File: config.mk
export PLATFORM = sky130hd
export DESIGN_NAME = mem_port_arbiter
export DESIGN_NICKNAME = d
export VERILOG_FILES = /design/src/rtl/mem_port_arbiter.sv
export SDC_FILE = /design/constraint.sdc
export NUM_CORES = 1
export LEC_CHECK = 0
export CELL_PAD_IN_SITES_DETAIL_PLACEMENT = 1
export CELL_PAD_IN_SITES_GLOBAL_PLACEMENT = 2
export CORE_MARGIN = 3
export CORE_UTILIZATION = 25
export DETAILED_ROUTE_END_ITERATION = 8
export PLACE_DENSITY = 0.95
export SLEW_MARGIN = 20
export SYNTH_ARGS = -nofsm -noshare
export SYNTH_HDL_FRONTEND = slang
export SYNTH_SLANG_ARGS = --single-unit
File: constraint.sdc
create_clock -name clk -period 4.4 [get_ports clk]
set_input_delay 1.1 -clock clk [delete_from_list [all_inputs] [get_ports clk]]
set_output_delay 1.1 -clock clk [all_outputs]
set_load 0.005 [all_outputs]
File: src/rtl/mem_port_arbiter.sv
// Arbitrates the single data-memory port between the IF refill path and the MEM stage.
// Optional watchdog enabled by defining ARB_TIMEOUT_EN; dbg_state/dbg_starve_cnt expose internal state.
module mem_port_arbiter #(
   parameter int DATA_WIDTH = 32,
   parameter int ADDR_WIDTH = 32,
   parameter int STARVE_MAX = 4,
   parameter int TIMEOUT    = 255,
   localparam int SC_W      = $clog2(STARVE_MAX + 1)
) (
   input  logic                  clk,
   input  logic                  rst,
   input  logic                  if_req,
   input  logic [ADDR_WIDTH-1:0] if_addr,
   output logic                  if_done,
   output logic [DATA_WIDTH-1:0] if_rdata,
   input  logic                  mem_req,
   input  logic                  mem_we,
   input  logic [ADDR_WIDTH-1:0] mem_addr,
   input  logic [DATA_WIDTH-1:0] mem_wdata,
   input  logic [2:0]            mem_func3,
   output logic                  mem_done,
   output logic [DATA_WIDTH-1:0] mem_rdata,
   output logic                  stall_if,
   output logic                  stall_mem,
   output logic                  bus_req,
   output logic                  bus_we,
   output logic [ADDR_WIDTH-1:0] bus_addr,
   output logic [DATA_WIDTH-1:0] bus_wdata,
   output logic [2:0]            bus_func3,
   input  logic                  bus_ready,
   input  logic                  bus_rvalid,
   input  logic [DATA_WIDTH-1:0] bus_rdata,
   output logic                  err,
   output logic [1:0]            dbg_state,
   output logic [SC_W-1:0]       dbg_starve_cnt
);

   typedef enum logic [1:0] {
      S_IDLE = 2'd0,
      S_REQ  = 2'd1,
      S_WAIT = 2'd2,
      S_DONE = 2'd3
   } state_t;

   state_t                state_q, state_d;
   logic                  owner_q, owner_d;
   logic                  bus_req_q, bus_req_d;
   logic                  bus_we_q, bus_we_d;
   logic [ADDR_WIDTH-1:0] bus_addr_q, bus_addr_d;
   logic [DATA_WIDTH-1:0] bus_wdata_q, bus_wdata_d;
   logic [2:0]            bus_func3_q, bus_func3_d;
   logic [DATA_WIDTH-1:0] if_rdata_q, if_rdata_d;
   logic [DATA_WIDTH-1:0] mem_rdata_q, mem_rdata_d;
   logic [SC_W-1:0]       starve_cnt_q, starve_cnt_d;
   logic                  grant_mem;
   logic                  load_en;
   logic [DATA_WIDTH-1:0] load_val;
   logic                  resp_ok;
   logic                  timeout_hit;

   // Bus handshake: bus_req is held with stable fields until the cycle bus_ready is seen.
   // bus_rvalid completes the access in that same cycle or later (WAIT); outside REQ/WAIT it is ignored.
   assign resp_ok = ((state_q == S_REQ) && bus_ready && bus_rvalid) ||
                    ((state_q == S_WAIT) && bus_rvalid);

   always_comb begin
      state_d      = state_q;
      owner_d      = owner_q;
      bus_req_d    = 1'b0;
      bus_we_d     = bus_we_q;
      bus_addr_d   = bus_addr_q;
      bus_wdata_d  = bus_wdata_q;
      bus_func3_d  = bus_func3_q;
      starve_cnt_d = starve_cnt_q;
      load_en      = 1'b0;
      load_val     = bus_rdata;
      grant_mem    = mem_req && (!if_req || (starve_cnt_q != SC_W'(STARVE_MAX)));
      unique case (state_q)
         S_IDLE: begin
            if (if_req || mem_req) begin
               state_d   = S_REQ;
               bus_req_d = 1'b1;
               owner_d   = grant_mem;
               if (grant_mem) begin
                  bus_we_d     = mem_we;
                  bus_addr_d   = mem_addr;
                  bus_wdata_d  = mem_wdata;
                  bus_func3_d  = mem_func3;
                  starve_cnt_d = if_req ? starve_cnt_q + 1'b1 : '0;
               end else begin
                  bus_we_d     = 1'b0;
                  bus_addr_d   = if_addr;
                  bus_wdata_d  = '0;
                  bus_func3_d  = 3'b010;
                  starve_cnt_d = '0;
               end
            end
         end
         S_REQ: begin
            if (resp_ok) begin
               load_en = 1'b1;
               state_d = S_DONE;
            end else if (timeout_hit) begin
               load_en  = 1'b1;
               load_val = '0;
               state_d  = S_DONE;
            end else if (bus_ready) begin
               state_d = S_WAIT;
            end else begin
               bus_req_d = 1'b1;
            end
         end
         S_WAIT: begin
            if (resp_ok) begin
               load_en = 1'b1;
               state_d = S_DONE;
            end else if (timeout_hit) begin
               load_en  = 1'b1;
               load_val = '0;
               state_d  = S_DONE;
            end
         end
         S_DONE: state_d = S_IDLE;
         default: state_d = S_IDLE;
      endcase
   end

   // Only the owner's read register moves; the other keeps its last completion.
   always_comb begin
      if_rdata_d  = if_rdata_q;
      mem_rdata_d = mem_rdata_q;
      if (load_en) begin
         if (owner_q) mem_rdata_d = load_val;
         else         if_rdata_d  = load_val;
      end
   end

   always_ff @(posedge clk) begin
      if (rst) begin
         state_q      <= S_IDLE;
         owner_q      <= 1'b0;
         bus_req_q    <= 1'b0;
         bus_we_q     <= 1'b0;
         bus_addr_q   <= '0;
         bus_wdata_q  <= '0;
         bus_func3_q  <= '0;
         if_rdata_q   <= '0;
         mem_rdata_q  <= '0;
         starve_cnt_q <= '0;
      end else begin
         state_q      <= state_d;
         owner_q      <= owner_d;
         bus_req_q    <= bus_req_d;
         bus_we_q     <= bus_we_d;
         bus_addr_q   <= bus_addr_d;
         bus_wdata_q  <= bus_wdata_d;
         bus_func3_q  <= bus_func3_d;
         if_rdata_q   <= if_rdata_d;
         mem_rdata_q  <= mem_rdata_d;
         starve_cnt_q <= starve_cnt_d;
      end
   end

`ifdef ARB_TIMEOUT_EN
   localparam int TC_W = $clog2(TIMEOUT + 1);

   logic [TC_W-1:0] tcnt_q, tcnt_d;
   logic            tout_q, tout_d;

   // tcnt counts cycles spent in REQ/WAIT; the TIMEOUT-th such cycle without a response aborts.
   assign timeout_hit = ((state_q == S_REQ) || (state_q == S_WAIT)) &&
                        (tcnt_q == TC_W'(TIMEOUT - 1));

   always_comb begin
      tcnt_d = tcnt_q;
      tout_d = tout_q;
      if (state_q == S_IDLE) begin
         tcnt_d = '0;
         tout_d = 1'b0;
      end else if ((state_q == S_REQ) || (state_q == S_WAIT)) begin
         tcnt_d = tcnt_q + 1'b1;
         tout_d = timeout_hit && !resp_ok;
      end
   end

   always_ff @(posedge clk) begin
      if (rst) begin
         tcnt_q <= '0;
         tout_q <= 1'b0;
      end else begin
         tcnt_q <= tcnt_d;
         tout_q <= tout_d;
      end
   end

   assign err = (state_q == S_DONE) && tout_q;
`else
   logic unused_timeout;

   assign unused_timeout = ^TIMEOUT;
   assign timeout_hit    = 1'b0;
   assign err            = 1'b0;
`endif

   assign if_done        = (state_q == S_DONE) && !owner_q;
   assign mem_done       = (state_q == S_DONE) && owner_q;
   assign if_rdata       = if_rdata_q;
   assign mem_rdata      = mem_rdata_q;
   assign stall_if       = if_req & ~if_done;
   assign stall_mem      = mem_req & ~mem_done;
   assign bus_req        = bus_req_q;
   assign bus_we         = bus_we_q;
   assign bus_addr       = bus_addr_q;
   assign bus_wdata      = bus_wdata_q;
   assign bus_func3      = bus_func3_q;
   assign dbg_state      = state_q;
   assign dbg_starve_cnt = starve_cnt_q;

endmodule

Fig. 1: supply network
(3 px per um) Pins as bars on the die edge. Tap cells in gray.
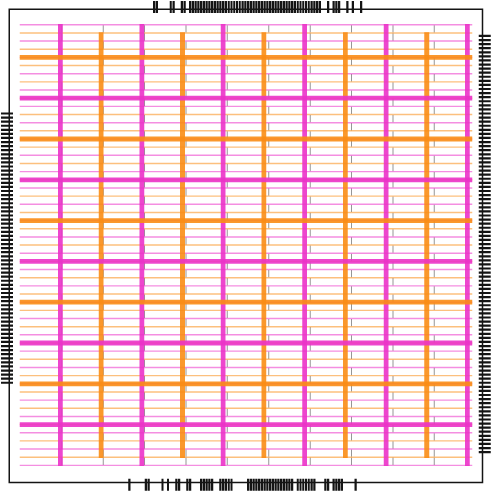
color	net
orange	VDD
magenta	VSS
met4 straps	11
met5 straps	10
horizontal die dimension: 157 um
Vert. Die Dim: 157 um
core footprint: 0.0222 mm2

Fig. 2: routed metal, one color a layer
(2 px per um) Two of the layers only.
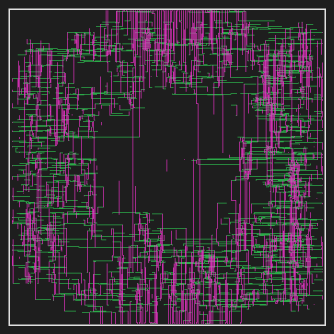
color	layer	wire length
green	M1	8,130 um
magenta	M2	9,820 um
drt total wl: 20,200 um
vias post-DR: 5,287
average wire per standard cell: 18.1 um
GRT Overall Usage: 15.8%

Fig. 3: placement view
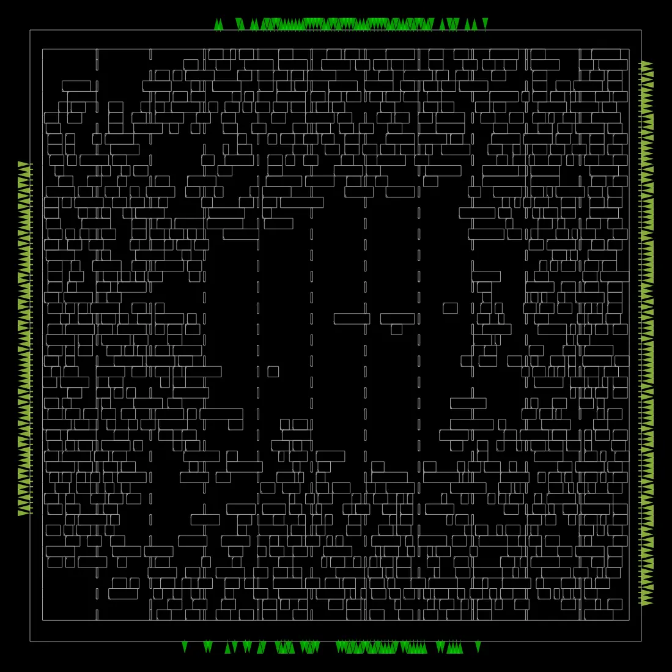
proportion of cell area occupied by registers: 29.9%
end-of-flow core utilization: 42.0%
Cell Count, Final, Fillers Out: 1,117
layout filler cell count: 2,457
number of placement rows: 54

==> Implementation_results.wiki <==
== Run summary ==
{| class="wikitable"
! Metric !! Value
|-
| Non-clock buffer total of the final layout || 289
|-
| Layout non-clock buf frac || between 30 and 40%
|-
| Worst min-delay path endpoint || if_rdata[9]$_SDFFE_PP0P_
|-
| Most used cell, CP || clkdlybuf4s50_1
|-
| Number of well-tap cells placed || 280
|-
| Final antenna diode count || 0
|-
| Nature of the critical path endpoint || output pin
|-
| Termination of the worst setup path || stall_if
|-
| Internal power of the cells || 3.07 mW
|-
| Post-Syn Area per Cell || about 10 um2
|-
| Final Net Count || 970
|-
| Worst r2r dst || mem_rdata[21]$_SDFFE_PP0P_
|-
| Post-synthesis async set-or-reset flop share || 0%
|-
| Clock insertion delay at the later pin of the skew report || 0.41 ns
|-
| Final-layout clock buffer total || 18
|-
| Number of enable flip-flop cells || 0
|-
| Grt peak-use layer || met2
|-
| Hold path startpoint || if_rdata[9]$_SDFFE_PP0P_
|-
| Sequential cell area || about 0.0028 mm2
|-
| Main power-consuming group || sequential cells
|-
| Area of the die || 0.0247 mm2
|-
| Peak supply drop || ~0.2 mV
|-
| Number of placed instances with taps included || 1,086
|-
| Dominant cell type by area after synthesis || dfxtp_1
|-
| Sequential fraction of design power || between 30% and 40%
|-
| Worst-case clock buffer depth || 2
|-
| Max FO, Critical Path || 2
|-
| Data arrival, critical path || ~2.3 ns
|-
| Router iterations before antenna repair || 4
|-
| Logic gate share of total power || 27.6%
|-
| Iteration-0 DRC count of the detailed router || between 200 and 250
|-
| Met3 demand-to-capacity share in global routing || under 10%
|-
| Result of the run || finished clean
|-
| Final count of negative-setup-slack endpoints || 0
|-
| Worst clock skew || 0.00920 ns
|-
| Max-area cell class || non-clock buffers
|-
| Number of cells traversed by the worst register-to-register path || 6
|-
| Dominant flop cell || dfxtp_1
|-
| Startpoint of the worst register-to-register path || dbg_state[1]$_SDFFE_PP0P_
|-
| Top cell family by delay on the critical path || buffers and inverters
|-
| Number of cells upsized or downsized after cts || 0
|-
| Final worst path period need || 3.44 ns
|-
| GR met2 Demand/Resource || 27.6%
|-
| Layout inverter count without the clock tree || 5
|-
| Number of warnings printed during yosys synthesis || 0
|-
| Clock Pin Slew Worst Setup and Hold Paths || around 0.060 ns
|-
| Total power after layout || 4.30 mW
|-
| Nets at Floorplan || slightly above 700
|-
| Synth unique cells || 37
|-
| Via density || 4.73
|}
Fig. 4: ports around the boundary
(3 px per um) Pins as bars across the die edge, other pins in gray.
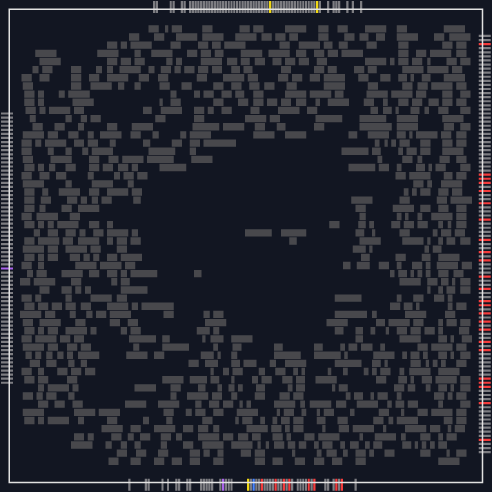
color	port	pins	direction	edge
purple	`dbg_state`	2	output	1 bottom, 1 left
blue	`mem_done`	1	output	bottom
yellow	`bus_func3`	3	output	2 top, 1 bottom
red	`if_addr`	32	input	24 right, 8 bottom
all pins by edge	103 right, 67 left, 61 top, 50 bottom

Fig. 5: metal 2
(2 px per um)
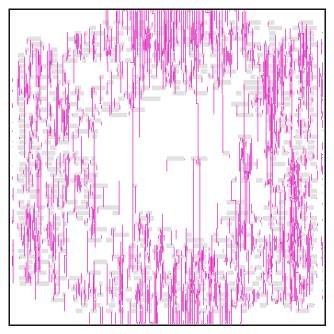
share of all routed wire	49%
main direction	vertical
longest straight run	83.6 um
nets with wire on the layer	886

No activity file was given, so power comes from the tool's default toggle rates.
